Figure 1. PDN straps and rails.
Bar = 50 µm. Pins as bars on the die edge.
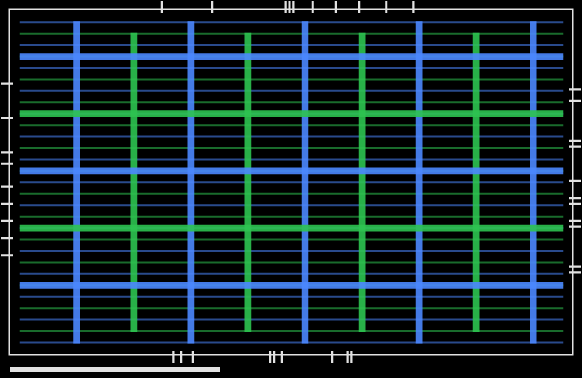
Figure 2. Track usage over the die.
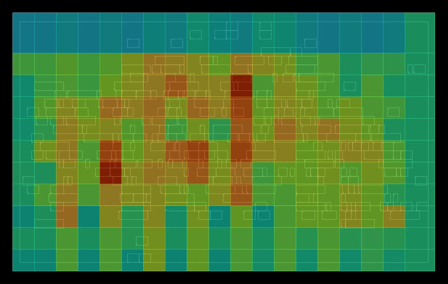
Figure 3. Cell area per tile.
Bar = 50 µm. The die is cut into 13 by 8 equal tiles; black is low, pale yellow is high, 0 to 100% covered.
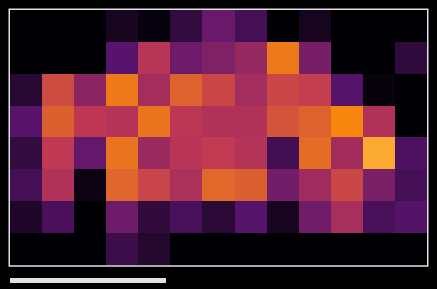
Figure 4. Wires at chosen ports, followed through buffers.
Bar = 50 µm.
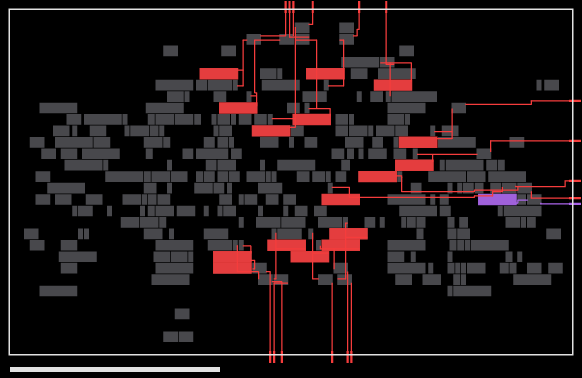
Figure 5. Cell classes on the final placement.
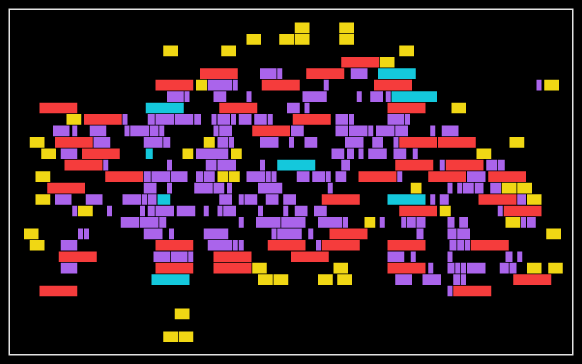
## src/rtl/pool_pkg.sv

```systemverilog
`default_nettype none
// ============================================================================
//  Module      : pool_pkg
//  Description : Shared sizing constants, the signed data word type and the
//                signed-maximum helper for the maxpool1d_stream stage.
//  Revision    : 1.0 - initial release
// ============================================================================
package pool_pkg;

  localparam int T      = 16;                 // data word width
  localparam int N_IN   = 9;                  // conv outputs per vector
  localparam int POOL   = 2;                  // window length and stride
  localparam int N_OUT  = N_IN / POOL;        // pooled outputs per vector
  localparam int ADDR_I = $clog2(N_IN + 1);   // input index counter width
  localparam int ADDR_W = $clog2(POOL + 1);   // window counter width
  localparam int ADDR_O = $clog2(N_OUT + 1);  // output index counter width

  typedef logic signed [T-1:0] data_t;

  // Signed maximum; on a tie both operands are equal so either is correct.
  function automatic data_t smax(input data_t a, input data_t b);
    return (a >= b) ? a : b;
  endfunction

endpackage
`default_nettype wire

```

## src/rtl/pool_out_stage.sv

```systemverilog
`default_nettype none
// ============================================================================
//  Module      : pool_out_stage
//  Description : Single-entry output register for the pooled stream. Loads a
//                new word on load (which may coincide with a drain), clears
//                valid/last on a drain with no load, holds otherwise.
//  Ports       : clk, reset      - clock / async active-high reset
//                load            - a window completed this cycle
//                load_data/last  - word and end-of-vector flag to register
//                ready           - downstream accepts the held word
//                valid/data/last - registered output word
//  Revision    : 1.0 - initial release
// ============================================================================
module pool_out_stage
  import pool_pkg::*;
(
  input  logic                clk,
  input  logic                reset,
  input  logic                load,
  input  logic signed [T-1:0] load_data,
  input  logic                load_last,
  input  logic                ready,
  output logic                valid,
  output logic signed [T-1:0] data,
  output logic                last
);

  logic                r_valid;
  logic signed [T-1:0] r_data;
  logic                r_last;

  // The parent only raises load when the register is empty or draining,
  // so a load never overwrites a word that has not been taken.
  always_ff @(posedge clk or posedge reset) begin
    if (reset) begin
      r_valid <= 1'b0;
      r_data  <= '0;
      r_last  <= 1'b0;
    end else if (load) begin
      r_valid <= 1'b1;
      r_data  <= load_data;
      r_last  <= load_last;
    end else if (r_valid && ready) begin
      r_valid <= 1'b0;
      r_last  <= 1'b0;
    end
  end

  assign valid = r_valid;
  assign data  = r_data;
  assign last  = r_last;

endmodule
`default_nettype wire

```

## src/rtl/maxpool1d_stream.sv

```systemverilog
`default_nettype none
// ============================================================================
//  Module      : maxpool1d_stream
//  Description : Streaming 1-D max-pool, non-overlapping windows of POOL words
//                (stride POOL) over vectors of N_IN signed words. Emits N_OUT
//                maxima per vector; trailing words that do not fill a window
//                are accepted and discarded. Last pooled word is flagged.
//  Ports       : clk, reset                  - clock / async active-high reset
//                s_data_in_x/s_valid_x/s_ready_x - input stream
//                m_data_out_y/m_valid_y/m_ready_y/m_last_y - pooled stream
//  Revision    : 1.0 - initial release
// ============================================================================
module maxpool1d_stream
  import pool_pkg::*;
(
  input  logic                clk,
  input  logic                reset,
  input  logic signed [T-1:0] s_data_in_x,
  input  logic                s_valid_x,
  output logic                s_ready_x,
  output logic signed [T-1:0] m_data_out_y,
  output logic                m_valid_y,
  input  logic                m_ready_y,
  output logic                m_last_y
);

  localparam logic [ADDR_I-1:0] c_idx_last   = ADDR_I'(N_IN - 1);
  localparam logic [ADDR_I-1:0] c_tail_start = ADDR_I'(N_OUT * POOL);
  localparam logic [ADDR_W-1:0] c_win_last   = ADDR_W'(POOL - 1);
  localparam logic [ADDR_O-1:0] c_out_last   = ADDR_O'(N_OUT - 1);

  logic [ADDR_I-1:0]   r_idx;
  logic [ADDR_W-1:0]   r_win;
  logic [ADDR_O-1:0]   r_out_idx;
  logic signed [T-1:0] r_acc;

  logic                w_tail;
  logic                w_candidate;
  logic                w_accept;
  logic                w_complete;
  logic signed [T-1:0] w_next_acc;

  assign w_tail      = (r_idx >= c_tail_start);
  assign w_candidate = (r_win == c_win_last) && !w_tail;

  // Only a window-completing beat needs a free output slot; all other beats
  // just update counters/acc and are never stalled. Ready is combinational
  // on m_ready_y so a drain and a load can share one cycle.
  assign s_ready_x  = !w_candidate || !m_valid_y || m_ready_y;
  assign w_accept   = s_valid_x && s_ready_x;
  assign w_complete = w_accept && w_candidate;

  // First word of a window seeds the running max. With POOL==1 every beat
  // is a first word, so this is also the pooled result on a completing beat.
  assign w_next_acc = (r_win == '0) ? s_data_in_x : smax(r_acc, s_data_in_x);

  always_ff @(posedge clk or posedge reset) begin
    if (reset) begin
      r_idx     <= '0;
      r_win     <= '0;
      r_out_idx <= '0;
      r_acc     <= '0;
    end else if (w_accept) begin
      r_idx <= (r_idx == c_idx_last) ? '0 : r_idx + 1'b1;
      if (w_tail) begin
        r_win <= '0;
      end else begin
        r_win <= (r_win == c_win_last) ? '0 : r_win + 1'b1;
        r_acc <= w_next_acc;
      end
      if (w_candidate) begin
        r_out_idx <= (r_out_idx == c_out_last) ? '0 : r_out_idx + 1'b1;
      end
    end
  end

  pool_out_stage u_out (
    .clk       (clk),
    .reset     (reset),
    .load      (w_complete),
    .load_data (w_next_acc),
    .load_last (r_out_idx == c_out_last),
    .ready     (m_ready_y),
    .valid     (m_valid_y),
    .data      (m_data_out_y),
    .last      (m_last_y)
  );

endmodule
`default_nettype wire

```

## config.mk

```make
export PLATFORM = sky130hd
export DESIGN_NAME = maxpool1d_stream
export DESIGN_NICKNAME = d
export VERILOG_FILES = /design/src/rtl/pool_pkg.sv /design/src/rtl/pool_out_stage.sv /design/src/rtl/maxpool1d_stream.sv
export SDC_FILE = /design/constraint.sdc
export NUM_CORES = 1
export LEC_CHECK = 0
export ABC_CLOCK_PERIOD_IN_PS = 3400
export CORE_ASPECT_RATIO = 0.6
export CORE_MARGIN = 2
export CORE_UTILIZATION = 25
export CTS_BUF_LIST = sky130_fd_sc_hd__clkbuf_16
export CTS_CLUSTER_SIZE = 28
export DETAILED_ROUTE_END_ITERATION = 10
export PLACE_DENSITY = 0.54
export SLEW_MARGIN = 20
export SYNTH_ARGS = -nofsm -noshare
export SYNTH_HDL_FRONTEND = slang
export SYNTH_SLANG_ARGS = --single-unit
```

## constraint.sdc

```tcl
create_clock -name clk -period 3.4 [get_ports clk]
set_clock_uncertainty 0.1 [all_clocks]
set_input_delay 0.51 -clock clk [delete_from_list [all_inputs] [get_ports clk]]
set_output_delay 0.51 -clock clk [all_outputs]
set_load 0.02 [all_outputs]
```

==> impl_metrics.toml <==
# flow metrics
[finish]
n_fill_cell = 1008
nonClkBufAreaFrac = 0.139
nets = 322
final-clk-cell-share = 0.0523

[worst_setup_path]
cp-end-kind = "register"
worstPathMaxFanout = 11
critPathTopFamily = "buffers and inverters"
path_cells = "clkdlybuf4s50_1 > inv_1 > ha_1 > nand4_2 > nor4_2 > a211oi_1 > a21o_1 > a31oi_4 > buf_4 > mux2_1"
r2r_end = "r_acc[3]"
worstSetupEndpoint = "r_acc[3]"
path_class = "in2reg"
setup.worst_path.start_class = "primary input"

[floorplanning]
io_pins = 39
chip_area_mm2 = 0.0109
die_w_um = 134
taps = 135

[logic_synthesis]
ys_chip_area_mm2 = 0.00252
synth.avg_cell_area_um2 = 10.4
topCombFamilyByArea = "simple AND/OR/NAND/NOR gates"
edf_count = 0
synthTopCellsByArea = "dfrtp_1 (43%), ha_1 (9.4%), nand2_1 (7.1%)"

[route]
drc_errors = 0
met3WireLength_um = 420
wl_mm = 6.20
top_layer = "met4"

[pwr]
report.power.total_w = 0.00287
p_per_area_mw_per_mm2 = 890
vdd_ir_drop_max_mv = 0.326
top_power_group = "combinational cells"

[sta]
hold-worst-slack_ns = 0.396
fmax_mhz = 333
min_period_ns = 3.00
relSlewSlack = 0.581

[grt]
gr-total-overflow = 0
first_global_vias = 1959
grt_pass1_wl_mm = 10.6

[run_status]
status = "completed"

[run]
warnings = 27

[placed_design]
place_inst = 411

[hold_path]
hold_path_class = "reg2reg"

[cts]
numCtsBuffers = 5
## Picture notes: Figure 1
| net | colour |
|---|---|
| VDD | green |
| VSS | blue |
met4 straps: 9
met5 straps: 5

## Picture notes: Figure 2
GR Util met3: 0.0432
Global Route met1 Usage: 0.193
gr busiest metal: met1
Global Route Usage Sum: 0.129
M2 GR Usage: 0.170

## Picture notes: Figure 3
mean over tiles: 28%
emptiest ninth of the die: top right
nearly empty tiles: 26%
starting density of the core: 0.256
Final Util: 0.328
Placeable Area: 0.00984 mm²

## Picture notes: Figure 4
| port | colour | bits | direction | edge | end cells | buffers | wire |
|---|---|---|---|---|---|---|---|
| m_data_out_y | red | 16 | output | 6 top, 6 bottom, 4 right | 16 | 16 | 568 µm |
| m_last_y | purple | 1 | output | right | 1 | 1 | 10.3 µm |

## Picture notes: Figure 5
| class | colour | cells |
|---|---|---|
| clock drivers and dummy loads | cyan | 8 |
| combinational and other logic | purple | 186 |
| sequential cells | red | 43 |
| remaining buffers and delay cells | yellow | 47 |
post-route cell area: 0.00323 mm²
sequential cell area share: 0.333
std cell rows: 28

